==> images/m1.png <==
Supply wires on this layer in grey.
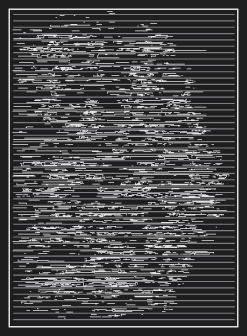
==> images/m2.png <==
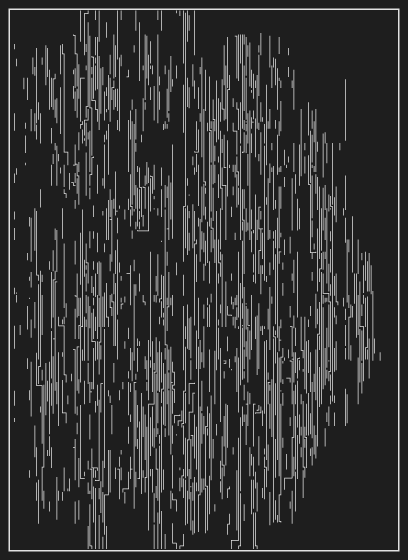
==> images/m3.png <==
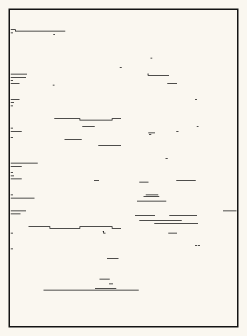
==> images/m4.png <==
Bar = 20 um. Supply wires on this layer in grey. Cells faint in the background.
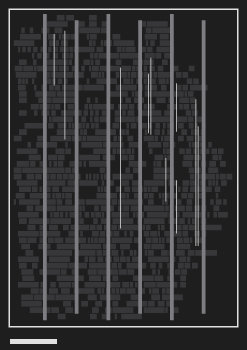
[src/rtl/conv_pkg.sv]
// Shared layer geometry and writer state encoding for the convolution loop nest.
// The loop-counter side imports the same constants so both ends agree on layer shape.
package conv_pkg;

    localparam int DATA_W      = 16;
    localparam int ACC_W       = 32;
    localparam int K_SIZE      = 5;
    localparam int IN_GROUPS   = 1;
    localparam int OUT_SIZE    = 28;
    localparam int OUT_CHANNEL = 6;

    localparam int TERMS   = K_SIZE * K_SIZE * IN_GROUPS;
    localparam int NEURONS = OUT_CHANNEL * OUT_SIZE * OUT_SIZE;

    typedef enum logic [1:0] {
        IDLE  = 2'd0,
        ACCUM = 2'd1,
        EMIT  = 2'd2,
        DONE  = 2'd3
    } state_t;

endpackage

[src/rtl/sat_relu.sv]
// Combinational narrowing of a wide signed accumulator to a saturated DATA_W result,
// with an optional ReLU clamp applied after saturation.
module sat_relu #(
    parameter int ACC_W  = 32,
    parameter int DATA_W = 16,
    parameter int RELU   = 1
) (
    input  logic [ACC_W-1:0]  acc,
    output logic [DATA_W-1:0] data_out
);

    localparam logic signed [ACC_W-1:0] MAX_VAL = {{(ACC_W-DATA_W+1){1'b0}}, {(DATA_W-1){1'b1}}};
    localparam logic signed [ACC_W-1:0] MIN_VAL = {{(ACC_W-DATA_W+1){1'b1}}, {(DATA_W-1){1'b0}}};

    logic [DATA_W-1:0] sat_val;

    always_comb begin
        sat_val = acc[DATA_W-1:0];
        if ($signed(acc) > MAX_VAL) begin
            sat_val = {1'b0, {(DATA_W-1){1'b1}}};
        end else if ($signed(acc) < MIN_VAL) begin
            sat_val = {1'b1, {(DATA_W-1){1'b0}}};
        end
        if ((RELU != 0) && sat_val[DATA_W-1]) begin
            sat_val = '0;
        end
        data_out = sat_val;
    end

endmodule

[src/rtl/conv_out_writer.sv]
// Writeback end of the convolution loop nest: sums TERMS partial products per neuron,
// saturates/ReLUs the sum and writes it to the output buffer at a row-major linear address.
module conv_out_writer #(
    parameter int DATA_W      = conv_pkg::DATA_W,
    parameter int ACC_W       = conv_pkg::ACC_W,
    parameter int ADDR_W      = 13,
    parameter int K_SIZE      = conv_pkg::K_SIZE,
    parameter int IN_GROUPS   = conv_pkg::IN_GROUPS,
    parameter int OUT_SIZE    = conv_pkg::OUT_SIZE,
    parameter int OUT_CHANNEL = conv_pkg::OUT_CHANNEL,
    parameter int RELU        = 1
) (
    input  logic              clk,
    input  logic              rst_n,
    input  logic              start,
    input  logic              in_valid,
    output logic              in_ready,
    input  logic [DATA_W-1:0] in_data,
    output logic              wr_valid,
    input  logic              wr_ready,
    output logic [ADDR_W-1:0] wr_addr,
    output logic [DATA_W-1:0] wr_data,
    output logic              busy,
    output logic              layer_done
);

    import conv_pkg::*;

    localparam int TERMS_N   = K_SIZE * K_SIZE * IN_GROUPS;
    localparam int NEURONS_N = OUT_CHANNEL * OUT_SIZE * OUT_SIZE;
    localparam int CNT_W     = $clog2(TERMS_N + 1);

    localparam logic [CNT_W-1:0]  LAST_TERM = CNT_W'(TERMS_N - 1);
    localparam logic [ADDR_W-1:0] LAST_ADDR = ADDR_W'(NEURONS_N - 1);

    state_t             state;
    logic [CNT_W-1:0]   term_cnt;
    logic [ACC_W-1:0]   acc;
    logic [ACC_W-1:0]   term_ext;
    logic [ACC_W-1:0]   acc_new;
    logic [DATA_W-1:0]  sat_data;

    assign in_ready   = (state == ACCUM);
    assign wr_valid   = (state == EMIT);
    assign busy       = (state != IDLE);
    assign layer_done = (state == DONE);

    // The first term of a neuron overwrites the accumulator, so no separate clear cycle is needed.
    assign term_ext = {{(ACC_W-DATA_W){in_data[DATA_W-1]}}, in_data};
    assign acc_new  = (term_cnt == '0) ? term_ext : (acc + term_ext);

    sat_relu #(
        .ACC_W (ACC_W),
        .DATA_W(DATA_W),
        .RELU  (RELU)
    ) u_sat_relu (
        .acc     (acc_new),
        .data_out(sat_data)
    );

    always_ff @(posedge clk or negedge rst_n) begin
        if (!rst_n) begin
            state    <= IDLE;
            term_cnt <= '0;
            acc      <= '0;
            wr_addr  <= '0;
            wr_data  <= '0;
        end else begin
            case (state)
                IDLE: begin
                    if (start) begin
                        state    <= ACCUM;
                        term_cnt <= '0;
                        wr_addr  <= '0;
                    end
                end
                ACCUM: begin
                    if (in_valid) begin
                        acc <= acc_new;
                        if (term_cnt == LAST_TERM) begin
                            term_cnt <= '0;
                            wr_data  <= sat_data;
                            state    <= EMIT;
                        end else begin
                            term_cnt <= term_cnt + 1'b1;
                        end
                    end
                end
                // Loop order m, r, c is row-major, so the next address is always +1.
                EMIT: begin
                    if (wr_ready) begin
                        if (wr_addr == LAST_ADDR) begin
                            state <= DONE;
                        end else begin
                            wr_addr <= wr_addr + 1'b1;
                            state   <= ACCUM;
                        end
                    end
                end
                DONE: begin
                    wr_addr <= '0;
                    state   <= IDLE;
                end
                default: state <= IDLE;
            endcase
        end
    end

endmodule

[config.mk]
export PLATFORM = sky130hd
export DESIGN_NAME = conv_out_writer
export DESIGN_NICKNAME = d
export VERILOG_FILES = /design/src/rtl/conv_pkg.sv /design/src/rtl/sat_relu.sv /design/src/rtl/conv_out_writer.sv
export SDC_FILE = /design/constraint.sdc
export NUM_CORES = 1
export LEC_CHECK = 0
export CORE_ASPECT_RATIO = 1.4
export CORE_UTILIZATION = 40
export DETAILED_ROUTE_END_ITERATION = 16
export SLEW_MARGIN = 5
export SYNTH_ARGS = -nofsm -noshare
export SYNTH_HDL_FRONTEND = slang
export SYNTH_HIERARCHICAL = 1
export SYNTH_SLANG_ARGS = --single-unit
[constraint.sdc]
create_clock -name clk -period 4.35 [get_ports clk]
set_input_delay 1.0875 -clock clk [delete_from_list [all_inputs] [get_ports clk]]
set_output_delay 1.0875 -clock clk [all_outputs]
set_load 0.02 [all_outputs]
==> summary.txt <==
Flow results follow.

The overall die height is 135.2 um. The leading register cell type out of synthesis is dfrtp_1. The detailed-route via count is 4749.

Row generation in the floorplan step produced 48 rows. The stage-log warning count is 28. No sink is reached through more buffers than the 2 on the longest clock path. By area the synthesized netlist is led by dfrtp_1 34%, ha_1 8.4%, mux2_2 7.3%, nand2_1 5.2%, a21o_1 4.9%.

Summed over all cells, the static leakage comes to around 3.3 nW. Counting distinct cell types in the post-synthesis netlist gives 62. The critical path's slowest cell is ha_4.

Clock tree synthesis selected as its root buffer the cell clkbuf_16. The net count after synthesis is 616. CTS added clock buffers totalling 9. The initial antenna violation count came to 0. Per the synthesis report, the single largest cell type by area occupies between 30 and 40% of cell area. The width of the die is 97.15 um. The overall die area is between 0.01 and 0.015 mm^2. The number of port buffers is 53. According to the I/O placement log, the pin count is 54. A synthesized cell averages approximately 9 um^2.

Per STA, the worst path is made up of dlygate4sd2_1, ha_4, buf_4, nand3_2, o211ai_2, a21oi_4, a21oi_4, buf_4, o2111ai_4, a31oi_4, a311o_1, o211ai_2, nor4_2, a41oi_2, clkbuf_16, a21o_1, mux2_4. Data on the critical path arrives at its endpoint at 4.51 ns. The fmax is 233.0 MHz. STA lists the startpoint of the worst hold path as wr_data[12]. The total overflow left after global routing is 0. The count of nets left with antenna violations after detail routing is 0. After synthesis the netlist holds a flip-flop and latch count of 68. The power per unit of standard cell area is approximately 860 mW/mm^2. Clock tree synthesis found a total of ~68 sinks.

The finished design was reported to have a net count of between 700 and 800. After synthesis, the design contains between 500 and 600 cells according to Yosys. The via count of the first global-routing pass came to 5036. The clock reaches the later pin of the worst-skew pair after ~0.34 ns. The largest area contributor in the netlist is dfrtp_1.

Checking max transition, the worst relative margin is 22.54%. The first global-routing pass estimated 23800 um of wire. The run finished with clean final reports. The total power consumption of the routed design is ~6.2 mW.

From the final report, the count of setup violators was given as 0. The post-synthesis sequential area ratio is 33.56%. The TritonCTS clock tree is built.

The number of pins with negative max-slew slack in the final report is 0. The clock H-tree reported by CTS has 3 levels.
About m1.png:
- nets with wire on the layer: 729
- main direction: horizontal
- wire length on this layer: 6020 um

About m2.png:
- longest straight run: 48.8 um
- main direction: vertical

About m3.png:
- main direction: horizontal
- nets with wire on the layer: 48
- longest straight run: 40.5 um
- share of all routed wire: 2.6%

About m4.png:
- nets with wire on the layer: 10
- share of all routed wire: 2.6%

-- sequential cells by signal, summed over array words and instances, names as in the netlist --
register	count
acc	32
state	2
term_cnt	5
wr_addr	13
wr_data	16
-- repair_timing --
action / CTS / global route
resized: 65 / 15
endpoints found under the hold margin: 0 / 0
pin swaps: 31 / 18
gates cloned: 1 / 0
buffers inserted: 9 / 8
setup endpoints to repair: 15 / 15
hold buffers: 0 / 0
-- cell usage in the layout, fill, tap and decap left out, drive strengths merged, types with 10 or more instances in the layout --
cell           instances
a21o                  33
a21oi                 40
a31oi                 12
and3                  10
buf                  120
clkbuf                11
clkdlybuf4s50         36
dfrtp                 68
dlygate4sd2           12
ha                    34
mux2                  35
nand2                 70
nand2b                11
nand3                 16
nor2                  46
nor3                  10
o21ai                 44
xnor2                 20
xor2                  15
-- synth_stat cells, drive strengths merged (8+ instances only) --
cell type and instances:
a211oi 8, a21o 33, a21oi 40, a31oi 12, and3 10, buf 12
clkbuf 10, dfrtp 68, ha 34, inv 8, mux2 35, nand2 70
nand2b 11, nand3 16, nor2 46, nor3 10, o21ai 44, xnor2 20
xor2 15
-- layout make-up --
class | count | area (um^2) | share of cell area, %
tap | 150 | 187.7 | 2.586
multi-input combinational | 462 | 3565 | 49.11
sequential | 68 | 1702 | 23.44
clock buffer | 10 | 239.0 | 3.293
clock inverter | 6 | 111.4 | 1.534
inverter | 8 | 30.03 | 0.4137
timing repair buffer | 170 | 1424 | 19.62
-- per-layer routing --
metal  part of all wire, %  up-vias
met5                     0        -
met4                   2.6        0
met3                   2.6       22
met2                    52       81
met1                    42     2299
li1                      -     2347
-- path summary, 6_finish.rpt --
check,to,slack [ns],cells after the start
min in group asynchronous,wr_addr[0],0.84,1
setup / recovery,wr_data[0],0.06,17
setup reg to reg,wr_data[0],0.48,17
max in group asynchronous,wr_data[5],2.69,2
hold reg to reg,wr_data[12],0.51,1
hold / removal,wr_data[12],0.51,1
-- kinds of logic after synthesis --
group,count (synthesis),synth area share [%]
simple gates,191,18.19
compound gates,164,22.51
flops,68,33.56
mux,36,8.120
fa+ha+maj,35,8.786
xor+xnor,35,6.047
buf+inv,30,2.715
other cells,1,0.07397
-- metrics by stage --
step	area, um^2	setup WS, ns	utilization, %	hold slack (ns)	setup TNS, ns
floorplan	5070	0.1469	-	0.4498	0
global placement	6444	-0.5869	52.08	0.4624	-8.781
detailed placement	6444	-0.5804	52.08	0.4711	-8.548
CTS	7159	0.002962	57.87	0.5084	0
global route	7258	-0.08759	58.67	0.5230	-0.9671
finish	7258	0.05833	58.67	0.5121	0
-- worst max-delay path, delay by kind of cell --
family,cells,cell delay [ns]
buf+inv,4,0.82
compound gates,9,1.70
fa+ha+maj,1,0.31
mux,1,0.25
simple gates,2,0.34
-- power by group --
group | internal (mW) | switching (mW) | total, mW
Combinational | 2.11 | 2.20 | 4.31
Clock | 0.575 | 0.285 | 0.860
Sequential | 0.866 | 0.207 | 1.07
Power figures rest on the tool's default switching activity, not on a simulated workload.
